<file path="src/rtl/mcycle_muldiv.sv">
// Multi-cycle unsigned multiply/divide unit, one bit per clock.
// Busy stalls the datapath from the Start cycle until the results are loaded.
module mcycle_muldiv #(
    parameter int WIDTH = 32
) (
    input  logic             CLK,
    input  logic             RESET,
    input  logic             Start,
    input  logic             MCycleOp,
    input  logic [WIDTH-1:0] Operand1,
    input  logic [WIDTH-1:0] Operand2,
    output logic [WIDTH-1:0] Result1,
    output logic [WIDTH-1:0] Result2,
    output logic             Busy
);
    localparam logic [0:0] IDLE      = 1'b0;
    localparam logic [0:0] COMPUTING = 1'b1;
    localparam int         CW        = (WIDTH > 1) ? $clog2(WIDTH) : 1;
    localparam logic [CW-1:0] LAST   = CW'(WIDTH - 1);

    logic [0:0]       state;
    logic [CW-1:0]    count;
    logic             op_q;
    logic [WIDTH-1:0] opnd2_q;   // multiplicand (mul) or divisor (div)
    logic [WIDTH-1:0] hi, lo;    // mul: product {hi,lo}; div: remainder / quotient
    logic [WIDTH-1:0] hi_next, lo_next;

    logic [WIDTH:0]   mul_sum;
    logic [WIDTH:0]   div_shift;
    logic [WIDTH-1:0] div_diff;
    logic             q_bit;

    assign Busy = ((state == IDLE) && Start) || (state == COMPUTING);

    // lo holds the multiplier for mul (consumed LSB first) and the dividend for
    // div (consumed MSB first); freed bits are refilled with product / quotient.
    always_comb begin
        mul_sum   = {1'b0, hi} + (lo[0] ? {1'b0, opnd2_q} : '0);
        div_shift = {hi, lo[WIDTH-1]};
        q_bit     = (div_shift >= {1'b0, opnd2_q});
        div_diff  = div_shift[WIDTH-1:0] - opnd2_q;
        if (op_q) begin
            hi_next = q_bit ? div_diff : div_shift[WIDTH-1:0];
            lo_next = {lo[WIDTH-2:0], q_bit};
        end else begin
            hi_next = mul_sum[WIDTH:1];
            lo_next = {mul_sum[0], lo[WIDTH-1:1]};
        end
    end

    always_ff @(posedge CLK) begin
        if (RESET) begin
            state   <= IDLE;
            count   <= '0;
            op_q    <= 1'b0;
            opnd2_q <= '0;
            hi      <= '0;
            lo      <= '0;
            Result1 <= '0;
            Result2 <= '0;
        end else begin
            case (state)
                IDLE: begin
                    if (Start) begin
                        state   <= COMPUTING;
                        count   <= '0;
                        op_q    <= MCycleOp;
                        opnd2_q <= Operand2;
                        hi      <= '0;
                        lo      <= Operand1;
                    end
                end
                default: begin
                    hi    <= hi_next;
                    lo    <= lo_next;
                    count <= count + 1'b1;
                    if (count == LAST) begin
                        state   <= IDLE;
                        count   <= '0;
                        Result1 <= lo_next;
                        Result2 <= hi_next;
                    end
                end
            endcase
        end
    end
endmodule
</file>
<file path="config.mk">
export PLATFORM = sky130hd
export DESIGN_NAME = mcycle_muldiv
export DESIGN_NICKNAME = d
export VERILOG_FILES = /design/src/rtl/mcycle_muldiv.sv
export SDC_FILE = /design/constraint.sdc
export NUM_CORES = 1
export LEC_CHECK = 0
export ABC_AREA = 1
export CAP_MARGIN = 30
export CELL_PAD_IN_SITES_DETAIL_PLACEMENT = 0
export CELL_PAD_IN_SITES_GLOBAL_PLACEMENT = 2
export CORE_UTILIZATION = 31
export DETAILED_ROUTE_END_ITERATION = 12
export PLACE_DENSITY_LB_ADDON = 0.25
export SLEW_MARGIN = 20
export SYNTH_ARGS = -nofsm -noshare
export SYNTH_HDL_FRONTEND = slang
export SYNTH_SLANG_ARGS = --single-unit
</file>
<file path="constraint.sdc">
create_clock -name CLK -period 2.76 [get_ports CLK]
set_input_delay 0.69 -clock CLK [delete_from_list [all_inputs] [get_ports CLK]]
set_output_delay 0.69 -clock CLK [all_outputs]
set_load 0.05 [all_outputs]
</file>
### Signal wires on met3, run 1

Scale bar: 50 um.
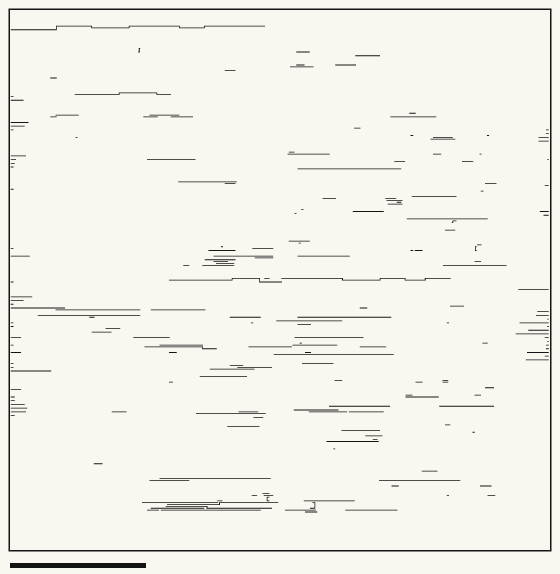
share of all routed wire	3.8%
nets with wire on the layer	160
wire length on this layer	1850 um
main direction	horizontal

### Local utilization, run 1

The die is cut into 20 by 20 equal tiles; black is low, pale yellow is high, 0 to 100% covered.
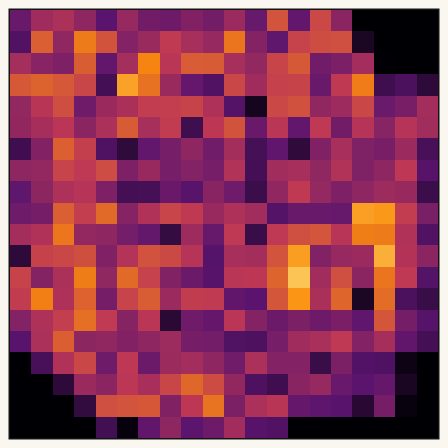
fullest tile	87%
mean over tiles	38%
tiles over 75% full	1.8%

==> qor.txt, run 1 <==
Hold Path Class -> reg2reg
Via-to-Cell Ratio -> 4.881
All-Layer GR Usage -> 0.2521
Fin. Hold Viols -> 0
Internal reg-to-reg setup slack -> 0.12 ns
OpenROAD warnings -> 27
Final nets -> 2262
Post-route ant nets -> 0
Max-Cap Viols -> 0
Async S/R FF share, synth -> 0
Drc violations -> 0
Synth Register Bits -> 167
Largest class -> multi-input combinational cells
NonClk Buf Share -> 0.1460
CTS Sinks -> 167
Mapped Area -> 0.01191 mm^2
Top Layer Used -> met4
Largest area contributor in the netlist -> dfxtp_1
Power Total -> 6877 uW
Synthesized area per cell -> 6.135 um^2
Mapped Nets -> 2077
Metal3 WL -> 1845 um
Area share, top type -> 0.2808
Latency at later pin -> 0.46 ns
Vias in the first global route -> 12580
Top Ports -> 133
Flop Count -> 167
Critical path launch point -> opnd2_q[14]
Synth Area in XOR/XNOR -> 0.02059
Initial antenna violation count -> 0
Slowest CP cell -> dfxtp_1
Yosys top cell by instances -> nand2_1
Post-synth EDFFs -> 0
Core area -> 0.03776 mm^2
Yosys stat area -> 0.01191 mm^2
CTS buffer count -> 17
Seq area share -> 0.2186
Core Util, Final -> 0.4060
Critical Path RT -> 3.07 ns
Power per Cell Area -> 448.7 mW/mm^2
Hold path depth -> 2
Hold Path End -> Result2[26]
Mapped Cells -> 1941
Final Slew Violations -> 0
Setup Skew -> 0.01571 ns
Endpoints failing setup -> 0
Non-clk bufs -> 236
Commonest cells post-synth -> nand2_1 (608), inv_1 (276), dfxtp_1 (167)
Worst Max-Slew Pin Slew -> 0.8110 ns
CP Capture Type -> flop
Main logic family -> simple AND/OR/NAND/NOR gates
Grt met3 use -> 0.02538
# Cells Yosys -> 1941
Top FF cell, synth -> dfxtp_1
Yosys Warn Count -> 0
Status -> completed
Placer congestion estimate -> 0.9316
Tapcells -> 511
Crit path to -> hi[26]
Die X-Extent -> 198.0 um
Filler cells -> 4162
R2R cell count -> 16
Top Usage Layer GRT -> met2
Post-Place Setup Slack -> -0.3764 ns
Fin crit period -> 2.639 ns
GR Layer Usage met1 -> 0.3494
Worst Path Arrival -> 2.95 ns
Hold_sp -> Result2[26]
Setup tns final -> 0 ns
Slew HR -> 0.4586
Largest net degree at the start of global routing -> 70
First-pass GRT wire length -> 73870 um
Main area contributors -> dfxtp_1 (28%), nand2_1 (19%), inv_1 (8.7%)
Distinct lib cells used -> 46
Maximum VDD drop -> 0.4451 mV
Nonclk inv count -> 281
### I/O nets highlighted, run 1

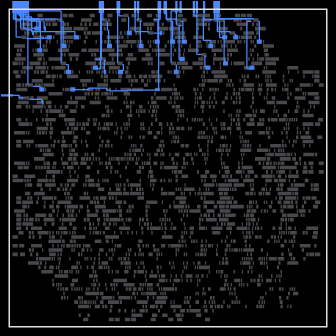
color	port	bits	direction	edge	end cells	buffers	wire
blue	Operand1	32	input	31 top, 1 left	32	32	1120 um

-- run 1: cells by family after synthesis --
kind of cell	after synthesis
simple gates	985
buf+inv	351
compound gates	339
flops	167
fa+ha+maj	68
xor+xnor	28
mux	3
-- run 1: worst max-delay path: cells and delay by family (launching register included) --
family | cells | cell delay [ns]
fa+ha+maj | 1 | 0.38
flops | 1 | 0.40
simple gates | 12 | 1.39
compound gates | 1 | 0.07
buf+inv | 2 | 0.23
-- run 1: cell usage in the layout, fill, tap and decap left out, types with 4 or more instances in the layout --
cell / n
a21oi_1: 144
a21oi_2: 18
a221oi_1: 25
a2bb2oi_1: 7
and2_1: 7
buf_12: 10
buf_4: 94
clkbuf_16: 18
clkdlybuf4s50_1: 130
dfxtp_1: 161
dfxtp_2: 6
ha_1: 51
ha_2: 9
ha_4: 6
inv_1: 276
inv_6: 4
nand2_1: 596
nand2_2: 35
nand3_1: 121
nand3_2: 7
nand3b_1: 8
nand4_1: 30
nor2_1: 133
nor2_2: 13
nor2_4: 9
nor3_1: 11
o21ai_0: 113
o21ai_1: 15
o21bai_1: 9
xnor2_1: 16
xor2_1: 12
-- run 1: power by group --
group	leakage (uW)	switching, uW	internal [uW]	total [uW]
Combinational	0.00561	1190	706	1900
Sequential	0.00136	83.6	2500	2580
Clock	0.000267	1140	1250	2390
-- run 1: repair_timing --
action                                 in CTS  in global routing
pin swaps                                   1                  6
buffers inserted                            1                  6
gates resized                               7                 73
endpoints found under the hold margin       0                  0
gates cloned                                0                  1
setup endpoints to repair                  65                 58
-- run 1: registers in the layout (all words and copies together), names as in the netlist --
register,count
Result2,32
opnd2_q,32
lo,32
state,1
hi,32
Result1,32
count,5
op_q,1
### Placement view, run 1

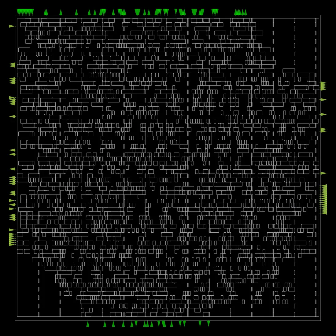

==> inputs of run 2 (changes only) <==
- CORE_UTILIZATION: 31 -> 28
- RECOVER_POWER: unset -> 50
- clock period: 2.76 -> 2.2 ns (I/O delays scaled with it)
### Placement view, run 2

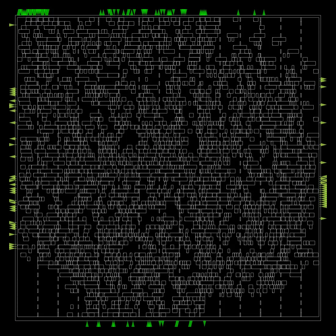
Tapcells: 539
Filler cells: 4423

### I/O nets highlighted, run 2

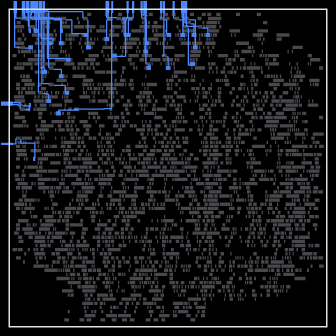
color	port	bits	direction	edge	end cells	buffers	wire
blue	Operand1	32	input	29 top, 3 left	32	32	1110 um

==> run 2 against run 1 <==
The run now ends with negative setup slack left. Routed wire length grew 10%. Register-to-register slack got worse by 0.28 ns. First-iteration DRC count fell by 7.0%. Worst setup slack got worse by 0.28 ns. Sequential cell count did not move. Cell count rose by 11%. Design area grew 27%. Combinational power grew 74%. Power increased by 42%. Critical path depth did not move. Critical path type unchanged. Critical endpoint is now hi[5].
==> qor.txt, run 2 <==
Synthesized area per cell -> 6.135 um^2
Area share, top type -> 0.2808
Hold_sp -> Result2[28]
Yosys stat area -> 0.01191 mm^2
Main logic family -> simple AND/OR/NAND/NOR gates
Area fraction in compound gates -> 0.1570
Setup Skew -> 0.009693 ns
Post-synth EDFFs -> 0
Setup tns final -> -3.445 ns
Die X-Extent -> 208.2 um
Power per Cell Area -> 501.6 mW/mm^2
Most instantiated logic cells after routing -> nand2_1 (489), buf_4 (348), inv_1 (236)
Max-Cap Viols -> 0
Most used logic cell in the final layout -> nand2_1
Delay-heaviest family, CP -> buffers and inverters
Startpoint types -> flop
Internal reg-to-reg setup slack -> -0.15 ns
Top FF cell, synth -> dfxtp_1
Hold buffers post-CTS -> 0
Endpoints failing setup -> 49
Largest net degree at the start of global routing -> 69
RSZ-0062 raised after global routing -> yes
All-Layer GR Usage -> 0.2497
Power Total -> 9736 uW
Placer congestion estimate -> 0.9628
Hold Path Class -> reg2reg
Max Buffers Root-to-Sink -> 2
Drc violations -> 0
Post-DP HPWL -> 41430 um
Post-Place Setup Slack -> -0.6552 ns
Synth Register Bits -> 167
Mapped Cells -> 1941
First-pass GRT wire length -> 81280 um
Distinct lib cells used -> 46
Mux area share -> 0.002522
Failing checks -> negative setup slack
Hold path depth -> 2
Initial antenna violation count -> 2
Bufs and invs on worst path -> 5
Top Ports -> 133
Postcts setup bufs -> 42
Largest area contributor in the netlist -> dfxtp_1
Final Slew Violations -> 0
Critical Path RT -> 2.62 ns
Yosys top cell by instances -> nand2_1
Mapped Area -> 0.01191 mm^2
Core area -> 0.04195 mm^2
Fin crit period -> 2.355 ns
Fin. Hold Viols -> 0
Maximum VDD drop -> 0.3679 mV
Yosys Warn Count -> 0
CTS Sinks -> 167
I/O Buffers -> 132
Post-cts sizing count -> 447
Via-to-Cell Ratio -> 4.775
Post-route ant nets -> 0
Latency at later pin -> 0.49 ns
Commonest cells post-synth -> nand2_1 (608), inv_1 (276), dfxtp_1 (167)
CP Depth -> 16
Worst Max-Slew Pin Slew -> 0.7592 ns
Hold slack -> 0.4481 ns
R2R cell count -> 16
Slew HR -> 0.4939
Final nets -> 2537
Slowest CP cell -> fa_2
CP Capture Type -> flop
# Cells Yosys -> 1941
Synth Area in XOR/XNOR -> 0.02059
Hold Path End -> Result2[28]
Async S/R FF share, synth -> 0
Main area contributors -> dfxtp_1 (28%), nand2_1 (19%), inv_1 (8.7%)
DR iter-0 viols -> 809
Worst Path Max Fanout -> 23
Reg2Reg Launch Point -> lo[0]
OpenROAD warnings -> 29
Status -> complete, but fails checks
F_max -> 0.4247 GHz
Core Util, Final -> 0.4628
Setup ws final -> -0.1549 ns
CTS buffer count -> 17
Critical path class -> reg2reg
Vias in the first global route -> 13720
Crit path to -> hi[5]
Mapped Nets -> 2077
Worst Path Arrival -> 2.78 ns
Critical path launch point -> lo[0]
Total die size -> 0.04336 mm^2
### Signal wires on met3, run 2

Scale bar: 50 um.
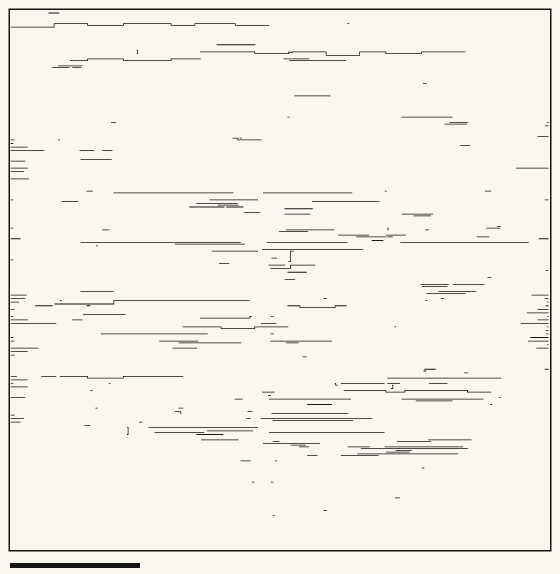
longest straight run	61.4 um
nets with wire on the layer	172

==> run 2: cell types whose count changed in the layout (fill, tap and decap cells not counted), moves of 42 or more <==
cell             previous run  this run
buf_4                      94       348
nand3_1                   121        79
ha_4                        6        60
nand2_2                    35       112
dlygate4sd2_1               0        62
nand2_1                   596       489
clkdlybuf4s50_1           130        67
ha_1                       51         5
==> run 2: worst register-to-register path, stage by stage, from the launching register on <==
cell and delay, ns:
dfxtp_2 0.34, buf_12 0.15, nand2_4 0.07, inv_2 0.04
ha_4 0.15, fa_2 0.37, nand2_2 0.07, nand2_2 0.06
o21ai_4 0.08, buf_4 0.15, o21ai_4 0.06, buf_4 0.14
buf_6 0.11, xnor2_2 0.12, nand2_1 0.10, nand4_1 0.11
a21oi_1 0.15
==> run 2: power breakdown <==
group          total [uW]  switching, uW  internal (uW)
Combinational        3300           1810           1500
Sequential           3230           94.3           3140
Clock                3200           1510           1690
==> run 2: cells by family after synthesis <==
family                     after synthesis
DFF                                    167
adders and majority gates               68
xor gates and xnor gates                28
AOI/OAI and AO/OA                      339
and+or+nand+nor                        985
buffers and inverters                  351
muxes                                    3
==> run 2: layer usage <==
metal | track usage | part of all wire
met1 | 0.3255 | 0.45
met2 | 0.4176 | 0.47
met3 | 0.03653 | 0.044
met4 | 0.08812 | 0.028
met5 | 0 | 0.00024
==> run 2: area by class of cell <==
cell class | count | area [um^2] | share of cell area
clock buffers | 21 | 470.5 | 0.02424
clock inverters | 11 | 126.4 | 0.006510
inverters | 281 | 1055 | 0.05434
multi-input cells | 1423 | 9338 | 0.4811
flip-flops and latches | 167 | 3412 | 0.1758
well taps | 539 | 674.4 | 0.03474
repair buffers | 511 | 4335 | 0.2233
Power figures rest on the tool's default switching activity, not on a simulated workload.
